--- config.mk ---
export PLATFORM = sky130hd
export DESIGN_NAME = voice_allocator
export DESIGN_NICKNAME = d
export VERILOG_FILES = /design/src/rtl/voice_allocator.sv
export SDC_FILE = /design/constraint.sdc
export NUM_CORES = 1
export LEC_CHECK = 0
export CAP_MARGIN = 25
export CORE_MARGIN = 3
export CORE_UTILIZATION = 50
export CTS_BUF_LIST = sky130_fd_sc_hd__clkbuf_2 sky130_fd_sc_hd__clkbuf_4 sky130_fd_sc_hd__clkbuf_8
export CTS_CLUSTER_SIZE = 30
export DETAILED_ROUTE_END_ITERATION = 10
export GPL_TIMING_DRIVEN = 0
export PLACE_DENSITY = 0.73
export SLEW_MARGIN = 20
export SYNTH_ARGS = -nofsm -noshare
export SYNTH_HDL_FRONTEND = slang
export SYNTH_SLANG_ARGS = --single-unit
--- constraint.sdc ---
create_clock -name clk -period 15.1 [get_ports clk]
set_clock_uncertainty 0.05 [all_clocks]
set_input_delay 3.775 -clock clk [delete_from_list [all_inputs] [get_ports clk]]
set_output_delay 3.775 -clock clk [all_outputs]
set_load 0.02 [all_outputs]
--- src/rtl/voice_allocator.sv ---
// Polyphonic voice scheduler: turns key press/release edges into per-voice
// configuration writes, stealing the oldest sounding voice when none is free.

module voice_slot #(
    parameter int AGE_W = 16
) (
    input  logic             clk,
    input  logic             rst,
    input  logic             tick,
    input  logic             wr_en,
    input  logic             wr_gate,
    input  logic [6:0]       wr_note,
    input  logic [2:0]       wr_inst,
    output logic             gate,
    output logic [6:0]       note,
    output logic [2:0]       inst,
    output logic [AGE_W-1:0] age
);
    always_ff @(posedge clk or posedge rst) begin
        if (rst) begin
            gate <= 1'b0;
            note <= '0;
            inst <= '0;
            age  <= '0;
        end else if (wr_en) begin
            gate <= wr_gate;
            // a release keeps note/inst so the voice's history stays intact
            if (wr_gate) begin
                note <= wr_note;
                inst <= wr_inst;
                age  <= '0;
            end
        end else if (tick && gate && age != '1) begin
            age <= age + AGE_W'(1);
        end
    end
endmodule

module voice_allocator #(
    parameter int NUM_VOICES = 8,
    parameter int AGE_W      = 16
) (
    input  logic                          clk,
    input  logic                          rst,
    input  logic [11:0]                   keys,
    input  logic [2:0]                    active_octave,
    input  logic [2:0]                    active_inst,
    input  logic                          next_sample,
    output logic                          cfg_valid,
    input  logic                          cfg_ready,
    output logic [$clog2(NUM_VOICES)-1:0] cfg_voice,
    output logic [6:0]                    cfg_note,
    output logic [2:0]                    cfg_inst,
    output logic                          cfg_gate,
    output logic [NUM_VOICES-1:0]         voices_busy,
    output logic [7:0]                    steal_count
);
    localparam int VW = $clog2(NUM_VOICES);

    typedef enum logic [1:0] {IDLE, SCAN, SEARCH, ISSUE} state_t;

    state_t state, state_next;

    logic [3:0]       idx;
    logic [VW-1:0]    v;
    logic [11:0]      key_prev;
    logic [6:0]       key_note [12];

    logic             ev_press;
    logic [3:0]       ev_idx;
    logic [6:0]       ev_note;
    logic [2:0]       ev_inst;
    logic             is_steal;

    logic             free_found, old_found, match_found;
    logic [VW-1:0]    free_idx, old_idx, match_idx;
    logic [AGE_W-1:0] old_age;

    logic [NUM_VOICES-1:0]            v_gate;
    logic [NUM_VOICES-1:0][6:0]       v_note;
    logic [NUM_VOICES-1:0][2:0]       v_inst;
    logic [NUM_VOICES-1:0][AGE_W-1:0] v_age;

    logic             hs, key_diff, last_v;
    logic [6:0]       press_note;
    logic             cur_gate;
    logic [6:0]       cur_note;
    logic [AGE_W-1:0] cur_age;
    logic             nf_found, no_found, nm_found, no_take;
    logic [VW-1:0]    nf_idx, no_idx, nm_idx;
    logic [AGE_W-1:0] no_age;

    assign cfg_valid   = (state == ISSUE);
    assign hs          = cfg_valid && cfg_ready;
    assign voices_busy = v_gate;

    for (genvar i = 0; i < NUM_VOICES; i++) begin : g_voice
        voice_slot #(.AGE_W(AGE_W)) u_slot (
            .clk     (clk),
            .rst     (rst),
            .tick    (next_sample),
            .wr_en   (hs && cfg_voice == VW'(i)),
            .wr_gate (cfg_gate),
            .wr_note (cfg_note),
            .wr_inst (cfg_inst),
            .gate    (v_gate[i]),
            .note    (v_note[i]),
            .inst    (v_inst[i]),
            .age     (v_age[i])
        );
    end

    // Running search results including the voice visited this cycle, so the
    // decision on the last voice needs no extra cycle.
    always_comb begin
        key_diff   = keys[idx] != key_prev[idx];
        last_v     = (v == VW'(NUM_VOICES - 1));
        press_note = {4'd0, active_octave} * 7'd12 + {3'd0, idx};
        cur_gate   = v_gate[v];
        cur_note   = v_note[v];
        cur_age    = v_age[v];

        nf_found   = free_found || !cur_gate;
        nf_idx     = free_found ? free_idx : v;

        no_take    = cur_gate && (!old_found || cur_age > old_age);
        no_found   = old_found || cur_gate;
        no_idx     = no_take ? v : old_idx;
        no_age     = no_take ? cur_age : old_age;

        nm_found   = match_found || (cur_gate && cur_note == ev_note);
        nm_idx     = match_found ? match_idx : v;
    end

    always_ff @(posedge clk or posedge rst) begin
        if (rst) state <= IDLE;
        else     state <= state_next;
    end

    always_comb begin
        state_next = state;
        case (state)
            IDLE:   if (keys != key_prev) state_next = SCAN;
            SCAN: begin
                if (key_diff)            state_next = SEARCH;
                else if (idx == 4'd11)   state_next = IDLE;
            end
            SEARCH: begin
                // a press always finds a target: either a free or an oldest voice
                if (last_v) state_next = (ev_press || nm_found) ? ISSUE : IDLE;
            end
            ISSUE:  if (cfg_ready) state_next = IDLE;
            default: state_next = IDLE;
        endcase
    end

    always_ff @(posedge clk or posedge rst) begin
        if (rst) begin
            idx         <= '0;
            v           <= '0;
            key_prev    <= '0;
            for (int k = 0; k < 12; k++) key_note[k] <= '0;
            ev_press    <= 1'b0;
            ev_idx      <= '0;
            ev_note     <= '0;
            ev_inst     <= '0;
            is_steal    <= 1'b0;
            free_found  <= 1'b0;
            old_found   <= 1'b0;
            match_found <= 1'b0;
            free_idx    <= '0;
            old_idx     <= '0;
            match_idx   <= '0;
            old_age     <= '0;
            cfg_voice   <= '0;
            cfg_note    <= '0;
            cfg_inst    <= '0;
            cfg_gate    <= 1'b0;
            steal_count <= '0;
        end else begin
            case (state)
                IDLE: idx <= '0;
                SCAN: begin
                    idx <= idx + 4'd1;
                    if (key_diff) begin
                        ev_press    <= keys[idx];
                        ev_idx      <= idx;
                        ev_note     <= keys[idx] ? press_note : key_note[idx];
                        ev_inst     <= active_inst;
                        v           <= '0;
                        free_found  <= 1'b0;
                        old_found   <= 1'b0;
                        match_found <= 1'b0;
                    end
                end
                SEARCH: begin
                    v           <= v + VW'(1);
                    free_found  <= nf_found;
                    free_idx    <= nf_idx;
                    old_found   <= no_found;
                    old_idx     <= no_idx;
                    old_age     <= no_age;
                    match_found <= nm_found;
                    match_idx   <= nm_idx;
                    if (last_v) begin
                        if (ev_press) begin
                            cfg_voice <= nf_found ? nf_idx : no_idx;
                            cfg_note  <= ev_note;
                            cfg_inst  <= ev_inst;
                            cfg_gate  <= 1'b1;
                            is_steal  <= !nf_found;
                        end else if (nm_found) begin
                            cfg_voice <= nm_idx;
                            cfg_note  <= v_note[nm_idx];
                            cfg_inst  <= v_inst[nm_idx];
                            cfg_gate  <= 1'b0;
                            is_steal  <= 1'b0;
                        end else begin
                            // the voice was stolen earlier; just retire the key
                            key_prev[ev_idx] <= 1'b0;
                        end
                    end
                end
                ISSUE: begin
                    if (cfg_ready) begin
                        key_prev[ev_idx] <= ev_press;
                        if (ev_press) key_note[ev_idx] <= ev_note;
                        if (is_steal && steal_count != 8'hFF)
                            steal_count <= steal_count + 8'd1;
                    end
                end
                default: ;
            endcase
        end
    end
endmodule

==> impl_metrics.ini <==
; synthesis and place-and-route metrics
[run_status]
status = complete, no violations

[yosys]
syn-cell-area_um2 = 20590
yosys_area_um2 = 20590
yosysWarningCount = 0
synth.avg_cell_area_um2 = 11.67
ys_cells = 1764
floorplan.nets = 1821
synthArstFlopShare_pct = 100.0
synth_cell_types = 66
synth-compound-area-share_pct = 6.095
xor_share_pct = 5.359
yosys_most_used_dff = dfrtp_1
adder_share_pct = 2.200
edf_count = 0
ys_top_cells_by_area = dfrtp_1 47%, mux2_2 12%, mux4_2 9.5%
yosysSeqAreaShare_pct = 47.03
ys_sh_simple_pct = 12.82
synth_top_area_share_pct = 47.03
numSynthFlops = 387
mux_area_share_pct = 23.42
syn_inst = 1764
logic_family = multiplexers
top_area_cell = dfrtp_1

[timing]
finalCritPeriodShare_pct = 47.47
worstMarginPinSlew_ps = 1146
rsz0062_at_grt = no
setup-violations-final = 0
drv_slew = 0
setup_tns_ps = 0
hold_viol = 0
slew_headroom_pct = 23.32
max_freq_mhz = 139.5
layout_min_cycle_time_ps = 7169

[die]
num_io_pins = 53
die_width_um = 208.9
fp_util_pct = 51.24
chipArea_um2 = 43650
die_h_um = 208.9

[clock_network]
cts_sinks = 387
post_cts_buffers = 0
cts_tree = yes
cts_max_level = 3
cts.path.max_buffers = 3
postCtsHoldBufs = 0
numCtsBuffers = 68
clk_latency_ps = 620
clkSlewWorstSetupHoldPaths_ps = 60
root_buffer = clkbuf_8

[power]
powerDensity_nw_per_um2 = 152.8
peakVddDrop_mv = 0.07572

[flow_run]
drv_cap = 0
tool_warnings = 30

[worst_setup_path]
crit_type = input port to flop
cp.required_ps = 15520
path_cells = clkdlybuf4s50_1 > nand4_1 > or2_2 > clkbuf_1 > nor2_1 > clkbuf_1 > buf_1 > nor2_1
slowest_stage = nor2_1
r2r-end = old_age[2]
start_kind = input port
cp_max_fo = 10
critPathCaptureType = flop
ff2ff_setup_slack_ps = 8920
cp.arrival_ps = 7590
crit-reg2reg-launch = v[1]

[detailed_routing]
ant_nets = 0
wl_per_cell_um = 22.15
vias = 14980
drc = 0
drtIter0Drc = 1565
via_per_inst = 6.077
routed_wl_um = 54600

[global_routing]
grt_max_degree = 107
grt_pass1_wl_um = 86430
grt.total_usage_pct = 25.14
grt_antenna_before_repair = 2
grt-ovfl-total = 0

[hold_path]
holdPathStages = 2
hold_path.startpoint = g_voice[5].u_slot.inst[0]
holdPathEnd = g_voice[5].u_slot.inst[0]
min_path_type = flop to flop

[cells_and_area]
layout_top_cells = 387 x dfrtp_1, 221 x mux2_2, 154 x nor2_1
antenna_cells = 0
syn_to_final_growth_pct = 13.77
regArea_um2 = 9684
lay_top_count = dfrtp_1
drive_gt1_share_pct = 24.74
logic_area_um2 = 10300

[place]
dp_hpwl_um = 38380
gp_congestion = 0.9560
io_buffer_count = 51
-- logic make-up (layout without fill, tap and decap cells) --
group           Yosys count  count (layout)
compound gates          185             185
xor+xnor                126             126
fa+ha+maj                35              35
buf+inv                 146             322
flops                   387             387
mux                     343             343
simple gates            542             542
-- power breakdown --
part           switching, W  internal (W)
sequential         0.000150       0.00118
combinational      0.000667      0.000508
clock              0.000445      0.000629
total               0.00126       0.00232
-- worst max-delay path, delay by kind of cell --
| family | cells | cell delay [ps] |
|---|---|---|
| AND/OR/NAND/NOR | 4 | 1710 |
| buffers and inverters | 4 | 2090 |
-- layout make-up --
class	count	share of cell area, %
Inverter	46	0.7691
Sequential cell	387	41.34
Timing Repair Buffer	59	2.767
Clock inverter	15	0.9133
Clock buffer	102	5.485
Buffer	100	1.960
Multi-Input combinational cell	1231	43.96
Tap cell	525	2.804
-- cells in the mapped netlist (4+ instances only) --
library cell	number
a21o_1	5
a21oi_1	42
a22oi_1	14
a311o_1	10
and2_1	11
and3_1	23
and4_1	23
buf_1	14
buf_2	9
buf_4	8
clkbuf_1	65
dfrtp_1	387
ha_1	33
inv_1	45
mux2_2	221
mux2_4	5
mux2i_1	30
mux4_2	87
nand2_1	142
nand2b_1	17
nand3_1	46
nand4_1	45
nor2_1	155
nor2b_1	9
nor3_1	25
nor3b_1	4
nor4_1	8
o211ai_1	7
o21a_1	6
o21ai_0	46
o22ai_1	6
o311a_1	4
o31a_1	9
o31ai_1	6
or2_2	9
or3_1	16
xnor2_1	58
xor2_1	68
-- registers in the layout, summed over array words and instances, names as in the netlist, 2 cells and up --
name                 cells
g_voice.u_slot.gate      8
g_voice.u_slot.inst     24
old_age                 16
ev_note                  7
key_note                84
v                        3
cfg_note                 7
g_voice.u_slot.age     128
old_idx                  3
idx                      4
g_voice.u_slot.note     56
ev_inst                  3
state                    2
free_idx                 3
cfg_voice                3
steal_count              8
key_prev                12
cfg_inst                 3
match_idx                3
ev_idx                   4
-- worst max-delay path by stage --
stage                   start                   endpoint  slack, ps  cells past startpoint
floorplan                 rst                   cfg_gate        520                      1
CTS                 cfg_ready  g_voice[7].u_slot.age[11]       8050                      8
global route        cfg_ready   g_voice[7].u_slot.age[7]       7860                      8
finish              cfg_ready  g_voice[7].u_slot.age[11]       7930                      8
global placement          rst  g_voice[2].u_slot.inst[2]      -4090                      2
detailed placement  cfg_ready   g_voice[7].u_slot.age[5]       7420                      8
-- routing by layer --
metal	vias to the layer above	part of all wire, %	track usage [%]
met4	2	3.3	9.607
met5	-	0.024	0
met2	555	45	38.86
met3	135	7.6	5.134
met1	7651	44	35.30
li1	6636	-	-
-- per-stage QoR --
stage / hold WS [ps] / total power [W] / instance area (um^2) / instances / setup slack (ps)
2_1_floorplan: 391.5 / 0.002136 / 20590 / 1764 / 519.2
3_3_place_gp: 411.8 / 0.002462 / 21760 / 2340 / -4091
3_5_place_dp: 416.5 / 0.002499 / 21920 / 2347 / 7416
4_1_cts: 427.9 / 0.003581 / 23420 / 2464 / 8054
5_1_grt: 460.8 / 0.003752 / 23430 / 2465 / 7855
6_report: 422.1 / 0.003581 / 23430 / 2465 / 7931
==> images/detail.png <==
The bar under the picture is 10 um long. Window x 92 to 117, y 50 to 75 um. Cells in grey, sequential cells in the stronger grey; small squares are vias.
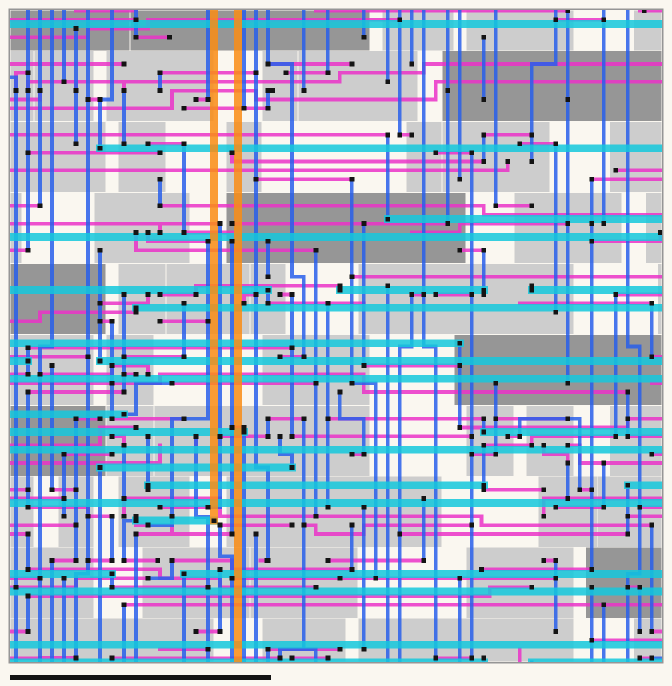
- cyan: metal 3
- blue: metal 2
- orange: metal 4
- magenta: metal 1
- most frequent: mux2_2 (8), mux4_2 (5), dfrtp_1 (5)
- cells with their middle in the window: 44
- sequential cells in the window: 5
- netlist names of flops here include: `g_voice.u_slot.age` (2), `old_age` (2)

==> images/placement.png <==
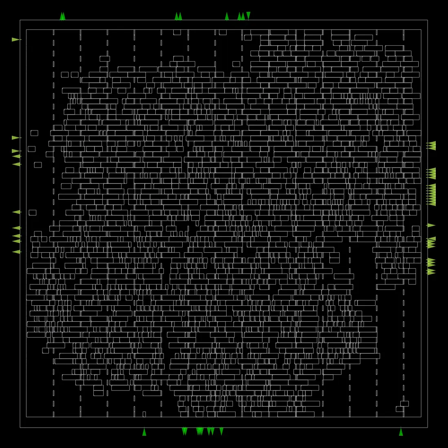
core area: 40190 um^2
Layout fillers: 3305
Row Count: 73
Layout Utilization: 58.29%

==> images/logic_types.png <==
The bar under the picture is 50 um long.
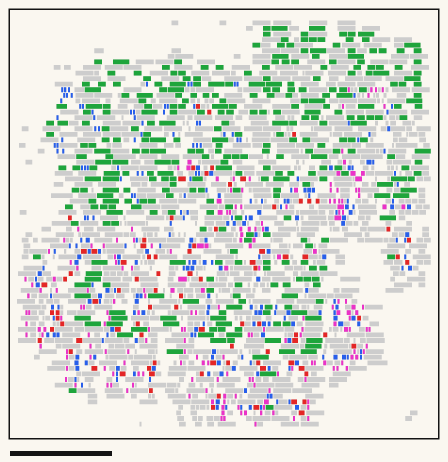
- magenta: nor cells (cells 202; most used nor2_1)
- blue: nand cells (cells 252; most used nand2_1)
- green: mux cells (cells 343; most used mux2_2)
- red: and/or cells (cells 88)

==> images/clk_routes.png <==
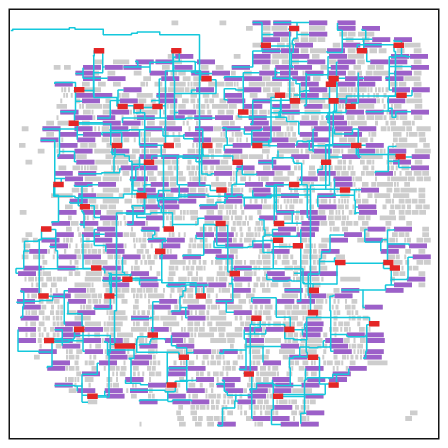
- purple: flip-flops (count 387)
- red: clock drivers (count 68)
- cyan: clock wires (length 5530 um)
- flops lie: spread over the die
- routed clock nets: 69

Power and IR drop assume default switching activity.
